`src/rtl/mem_arb_pkg.sv`:
```
// rtl/mem_arb_pkg.sv - shared types and helpers for the memory port arbiter
package mem_arb_pkg;

  typedef enum logic [1:0] {
    IDLE   = 2'd0,
    BUSY_I = 2'd1,
    BUSY_D = 2'd2,
    RESP   = 2'd3
  } state_t;

  typedef enum logic {
    OWN_I = 1'b0,
    OWN_D = 1'b1
  } owner_t;

  // Byte-address bits that must be zero for a word access.
  localparam logic [31:0] ALIGN_MASK = 32'h0000_0003;

  // True when an address is outside memory or not word aligned.
  function automatic logic addr_fault(input logic [31:0] addr, input logic [31:0] limit);
    return (addr >= limit) || ((addr & ALIGN_MASK) != 32'd0);
  endfunction

endpackage

```
`src/rtl/mem_arb_timer.sv`:
```
// rtl/mem_arb_timer.sv - loadable, clearable busy-cycle counter with expire flag
module mem_arb_timer #(
  parameter int TIMEOUT = 16,
  parameter int CW      = $clog2(TIMEOUT + 1)
) (
  input  logic          clk,
  input  logic          reset_n,
  input  logic          clr,
  input  logic          load,
  input  logic [CW-1:0] load_val,
  input  logic          en,
  output logic          expire
);

  localparam logic [CW-1:0] TERM = CW'(TIMEOUT - 1);

  logic [CW-1:0] cnt;

  // Count enabled cycles, parking at the terminal value so expire stays stable.
  always_ff @(posedge clk or negedge reset_n) begin
    if (!reset_n) begin
      cnt <= '0;
    end else if (clr) begin
      cnt <= '0;
    end else if (load) begin
      cnt <= load_val;
    end else if (en && (cnt != TERM)) begin
      cnt <= cnt + 1'b1;
    end
  end

  assign expire = en && (cnt == TERM);

endmodule

```
`src/rtl/mem_port_arbiter.sv`:
```
// rtl/mem_port_arbiter.sv - shares one memory port between instruction fetch and data access
module mem_port_arbiter
  import mem_arb_pkg::*;
#(
  parameter logic [31:0] MEM_LIMIT  = 32'h0001_0000,
  parameter int          TIMEOUT    = 16,
  parameter int          STARVE_MAX = 4
) (
  input  logic        clk,
  input  logic        reset_n,
  input  logic        instr_req,
  input  logic [31:0] instr_addr,
  output logic [31:0] instr_rdata,
  output logic        instr_done,
  output logic        instr_segv,
  output logic        wait_instr,
  input  logic        data_ld,
  input  logic        data_st,
  input  logic [31:0] data_addr,
  input  logic [31:0] data_wdata,
  output logic [31:0] data_rdata,
  output logic        data_done,
  output logic        data_segv,
  output logic        wait_data,
  output logic        mem_req,
  output logic        mem_we,
  output logic [31:0] mem_addr,
  output logic [31:0] mem_wdata,
  input  logic [31:0] mem_rdata,
  input  logic        mem_ready
);

  localparam int             SW         = $clog2(STARVE_MAX + 1);
  localparam logic [SW-1:0]  STARVE_TOP = SW'(STARVE_MAX);
  localparam int             TW         = $clog2(TIMEOUT + 1);

  state_t        state;
  owner_t        owner;
  logic [SW-1:0] starve_cnt;
  logic          data_req;
  logic          grant_d;
  logic          grant_i;
  logic          data_fault;
  logic          instr_fault;
  logic          busy;
  logic          tmo_expire;

  assign data_req    = data_ld | data_st;
  assign data_fault  = (data_ld & data_st) | addr_fault(data_addr, MEM_LIMIT);
  assign instr_fault = addr_fault(instr_addr, MEM_LIMIT);
  assign busy        = (state == BUSY_I) || (state == BUSY_D);

  assign wait_instr  = instr_req & ~instr_done;
  assign wait_data   = data_req & ~data_done;

  // Data normally wins; a fetch that has lost STARVE_MAX times in a row goes first.
  always_comb begin
    grant_d = 1'b0;
    grant_i = 1'b0;
    if (state == IDLE) begin
      if (data_req && !(instr_req && (starve_cnt == STARVE_TOP))) begin
        grant_d = 1'b1;
      end else if (instr_req) begin
        grant_i = 1'b1;
      end
    end
  end

  mem_arb_timer #(
    .TIMEOUT (TIMEOUT),
    .CW      (TW)
  ) u_timer (
    .clk      (clk),
    .reset_n  (reset_n),
    .clr      (state == RESP),
    .load     (grant_d | grant_i),
    .load_val ('0),
    .en       (busy),
    .expire   (tmo_expire)
  );

  // Request sequencer: grant and latch, wait for mem_ready or timeout, pulse done.
  always_ff @(posedge clk or negedge reset_n) begin
    if (!reset_n) begin
      state       <= IDLE;
      owner       <= OWN_I;
      starve_cnt  <= '0;
      mem_req     <= 1'b0;
      mem_we      <= 1'b0;
      mem_addr    <= '0;
      mem_wdata   <= '0;
      instr_rdata <= '0;
      data_rdata  <= '0;
      instr_done  <= 1'b0;
      instr_segv  <= 1'b0;
      data_done   <= 1'b0;
      data_segv   <= 1'b0;
    end else begin
      instr_done <= 1'b0;
      instr_segv <= 1'b0;
      data_done  <= 1'b0;
      data_segv  <= 1'b0;
      case (state)
        IDLE: begin
          if (grant_d) begin
            owner     <= OWN_D;
            mem_addr  <= data_addr;
            mem_wdata <= data_wdata;
            if (instr_req && (starve_cnt != STARVE_TOP)) begin
              starve_cnt <= starve_cnt + 1'b1;
            end
            if (data_fault) begin
              state     <= RESP;
              data_done <= 1'b1;
              data_segv <= 1'b1;
              if (!data_st) begin
                data_rdata <= '0;
              end
            end else begin
              state   <= BUSY_D;
              mem_req <= 1'b1;
              mem_we  <= data_st;
            end
          end else if (grant_i) begin
            owner      <= OWN_I;
            mem_addr   <= instr_addr;
            starve_cnt <= '0;
            if (instr_fault) begin
              state       <= RESP;
              instr_done  <= 1'b1;
              instr_segv  <= 1'b1;
              instr_rdata <= '0;
            end else begin
              state   <= BUSY_I;
              mem_req <= 1'b1;
              mem_we  <= 1'b0;
            end
          end
        end
        BUSY_I, BUSY_D: begin
          if (mem_ready || tmo_expire) begin
            state   <= RESP;
            mem_req <= 1'b0;
            mem_we  <= 1'b0;
            if (owner == OWN_D) begin
              data_done <= 1'b1;
              data_segv <= ~mem_ready;
              if (!mem_we) begin
                data_rdata <= mem_ready ? mem_rdata : 32'd0;
              end
            end else begin
              instr_done  <= 1'b1;
              instr_segv  <= ~mem_ready;
              instr_rdata <= mem_ready ? mem_rdata : 32'd0;
            end
          end
        end
        RESP: begin
          state <= IDLE;
        end
        default: begin
          state <= IDLE;
        end
      endcase
    end
  end

endmodule
```
`config.mk`:
```
export PLATFORM = sky130hd
export DESIGN_NAME = mem_port_arbiter
export DESIGN_NICKNAME = d
export VERILOG_FILES = /design/src/rtl/mem_arb_pkg.sv /design/src/rtl/mem_arb_timer.sv /design/src/rtl/mem_port_arbiter.sv
export SDC_FILE = /design/constraint.sdc
export NUM_CORES = 1
export LEC_CHECK = 0
export ABC_CLOCK_PERIOD_IN_PS = 3400
export CORE_UTILIZATION = 45
export CTS_BUF_LIST = sky130_fd_sc_hd__clkbuf_2
export DETAILED_ROUTE_END_ITERATION = 10
export PLACE_DENSITY = 0.83
export SLEW_MARGIN = 0
export SYNTH_ARGS = -nofsm -noshare
export SYNTH_HDL_FRONTEND = slang
export SYNTH_HIERARCHICAL = 1
export SYNTH_SLANG_ARGS = --single-unit
```
`constraint.sdc`:
```
create_clock -name clk -period 3.4 [get_ports clk]
set_input_delay 0.85 -clock clk [delete_from_list [all_inputs] [get_ports clk]]
set_output_delay 0.85 -clock clk [all_outputs]
set_load 0.05 [all_outputs]
```
### The metal 2 layer

Scale bar: 20 microns.
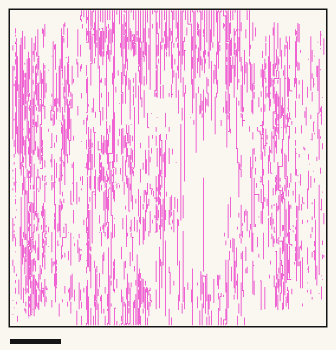
The layer carries 8810 microns of wire. The layer holds 49% of the routed length. 895 nets have wire on it.

### Wiring by layer

Scale bar: 20 microns. Two of the layers only.
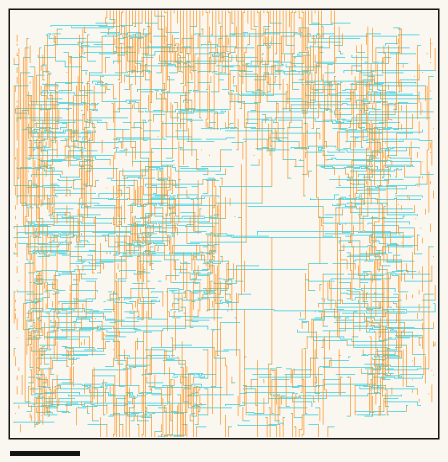
metal 1: drawn in cyan, wire length 7230 microns. metal 2: drawn in orange, wire length 8810 microns.

### Signal wires on met3

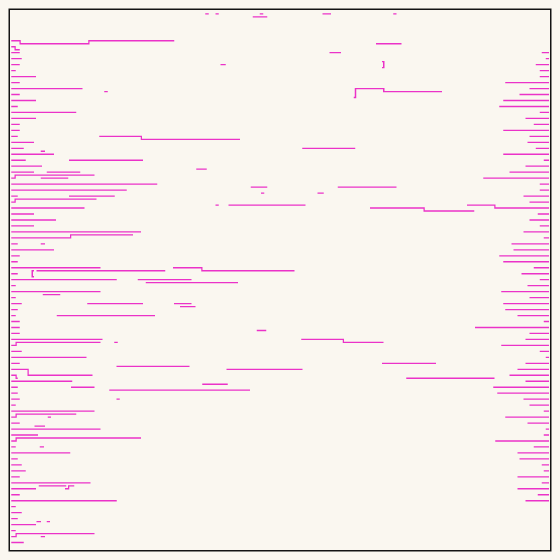
194 nets have wire on it. The longest straight run is 32.9 microns. The wires run mostly horizontal. The layer carries 1600 microns of wire.

==> flow_summary.json <==
{
  "hp-class": "input port to async pin",
  "hold_viol": 0,
  "die_w_microns": 123,
  "ys_top_cells_by_count": "dfrtp_1, nand2_1, nor2_1, o21ai_0, a21oi_1",
  "r2r_cells": 10,
  "simple_gate_share_pct": 19.0,
  "arrival_ps": 2050,
  "ff_type": "dfrtp_1",
  "final_antenna_net_count": 0,
  "critical_path_class": "input port to output port",
  "syn_to_final_growth_pct": 48.0,
  "antenna_found_initial": 0,
  "rsz0062_at_grt": "no",
  "htreeDepth": 4,
  "post_cts_resized": 0,
  "fmax_mhz": 345,
  "ys_sh_mux_pct": 11.7,
  "clk_pin_slew_ps": 200,
  "fp.dieH_microns": 123,
  "core_sq_mm": 0.0141,
  "ys_sh_adder_pct": 1.33,
  "ys.flops": 145,
  "warning_count": 29,
  "cts_buffers": 17,
  "worst_clock_skew_ps": 31.7,
  "top_cell_area_share_pct": 55.1,
  "outcome": "completed",
  "synth_area_per_cell_sq_um": 10.4,
  "timing.setup.tns_ps": 0,
  "grt_use_total_pct": 24.8,
  "top_cell": "dfrtp_1",
  "vias": 5684,
  "die_area_sq_mm": 0.0151,
  "power.density_mw_per_mm2": 1160,
  "place_hpwl_microns": 13100,
  "grt_max_degree": 73,
  "drive_above_1_share_pct": 12.2,
  "critPathLaunchType": "input port",
  "worstReg2RegStart": "u_timer/cnt[1]",
  "drt_iter0_drc": 365,
  "diodes": 0,
  "clk-insertion-delay-late_ps": 710,
  "largest_area_cell": "dfrtp_1",
  "final.period_utilization_pct": 85.3,
  "vias_per_cell": 5.21,
  "yosys_warnings": 6,
  "aoi_share_pct": 8.86,
  "ys_area_sq_mm": 0.00658,
  "total_leakage_power_nw": 4.40,
  "grt_pass1_vias": 5547,
  "worstPathMaxFanout": 6,
  "gp_congestion": 0.803,
  "synth-seq-area-share_pct": 55.1,
  "maxCapViolCount": 0,
  "root_buffer": "clkbuf_2"
}
### Clock routing

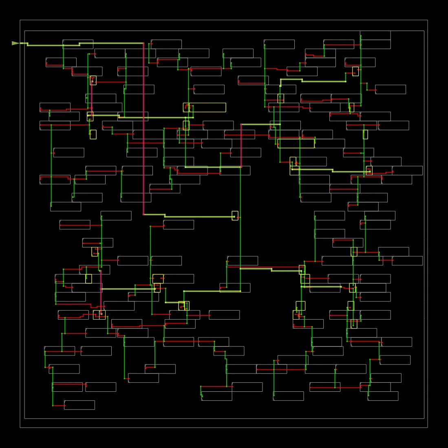
clk_buf instances: 19
CTS sink cnt: 145
clock-net power: 0.934 mW
Flops: 145

### Supply network

Scale bar: 20 microns. Pins as bars on the die edge.
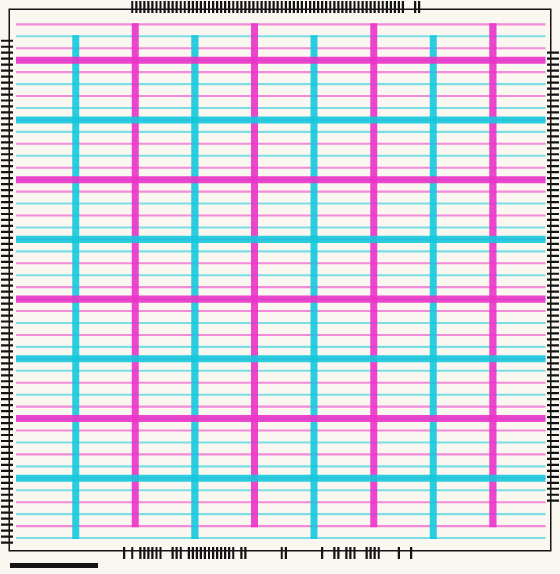
VSS: drawn in cyan. VDD: drawn in magenta.
270 signal pins sit on the boundary. 8 straps on met4. The core has 43 rows.

worst max-delay path, cell delays in order:
cell             delay, ps
clkdlybuf4s50_1        530
nor2_1                 360
nor2_1                 130
buf_12                 170
where the power goes:
part / leakage (nW) / internal, mW / switching, mW
sequential: 1.82 / 2.55 / 0.476
combinational: 2.46 / 2.70 / 4.65
clock: 0.129 / 0.329 / 0.605
worst max-delay path by stage:
stage | to | start | slack (ps)
4_1_cts | mem_we | mem_we | 480
5_1_grt | wait_data | data_st | 360
3_5_place_dp | mem_we | instr_addr[1] | 310
3_3_place_gp | data_rdata[1] | data_addr[31] | 320
6_report | wait_data | data_st | 500
2_1_floorplan | wait_instr | instr_req | 400
kinds of logic after synthesis:
kind of cell    Yosys count
simple gates            258
flops                   145
compound gates          102
mux                      61
buf+inv                  57
fa+ha+maj                 7
xor+xnor                  2
other cells               1
state kept, by name, summed over array words and instances (netlist names):
signal       count
mem_wdata       32
data_rdata      32
data_done        1
data_segv        1
u_timer/cnt      5
owner            1
instr_done       1
starve_cnt       3
state            2
mem_we           1
mem_addr        32
instr_segv       1
instr_rdata     32
mem_req          1
per-layer routing:
metal,up-vias,track usage (%),routed length [microns]
li1,2705,-,-
met1,2694,29.6,7230
met2,256,41.3,8810
met3,29,8.86,1600
met4,0,9.07,413
met5,-,0,0
through the flow:
step | hold slack, ps | area, sq um | std cells | util (%) | power, mW
finish | 100 | 9740 | 1090 | 69.1 | 11.3
global placement | 457 | 9530 | 1059 | 67.6 | 10.3
global route | 55.8 | 9740 | 1090 | 69.1 | 12.0
CTS | 67.6 | 9740 | 1090 | 69.1 | 11.4
detailed placement | 461 | 9530 | 1059 | 67.6 | 10.5
floorplan | 468 | 6600 | 637 | - | 8.02
area by class of cell:
class / instances / area [sq um]
timing repair buffer: 284 / 2860
sequential: 145 / 3630
inverter: 15 / 56.3
clock inverter: 12 / 118
clock buffer: 19 / 95.1
tap: 180 / 225
fill: 1090 / 4350
multi-input combinational: 435 / 2760
placed cells by master, fill, tap and decap left out, types with 4 or more instances in the layout:
master / count
clkdlybuf4s50_1: 266
dfrtp_1: 145
nand2_1: 120
o21ai_0: 44
nor2_1: 43
a21oi_1: 38
nand3b_1: 33
and3_1: 29
mux2_2: 29
mux2_4: 24
clkbuf_2: 19
inv_1: 14
buf_4: 12
nor4_1: 8
mux2i_1: 8
ha_1: 7
a211oi_1: 5
buf_12: 5
conb_1: 5
nand3_1: 4
or2_2: 4
nor3_1: 4
clkinv_1: 4
No activity file was given, so power comes from the tool's default toggle rates.
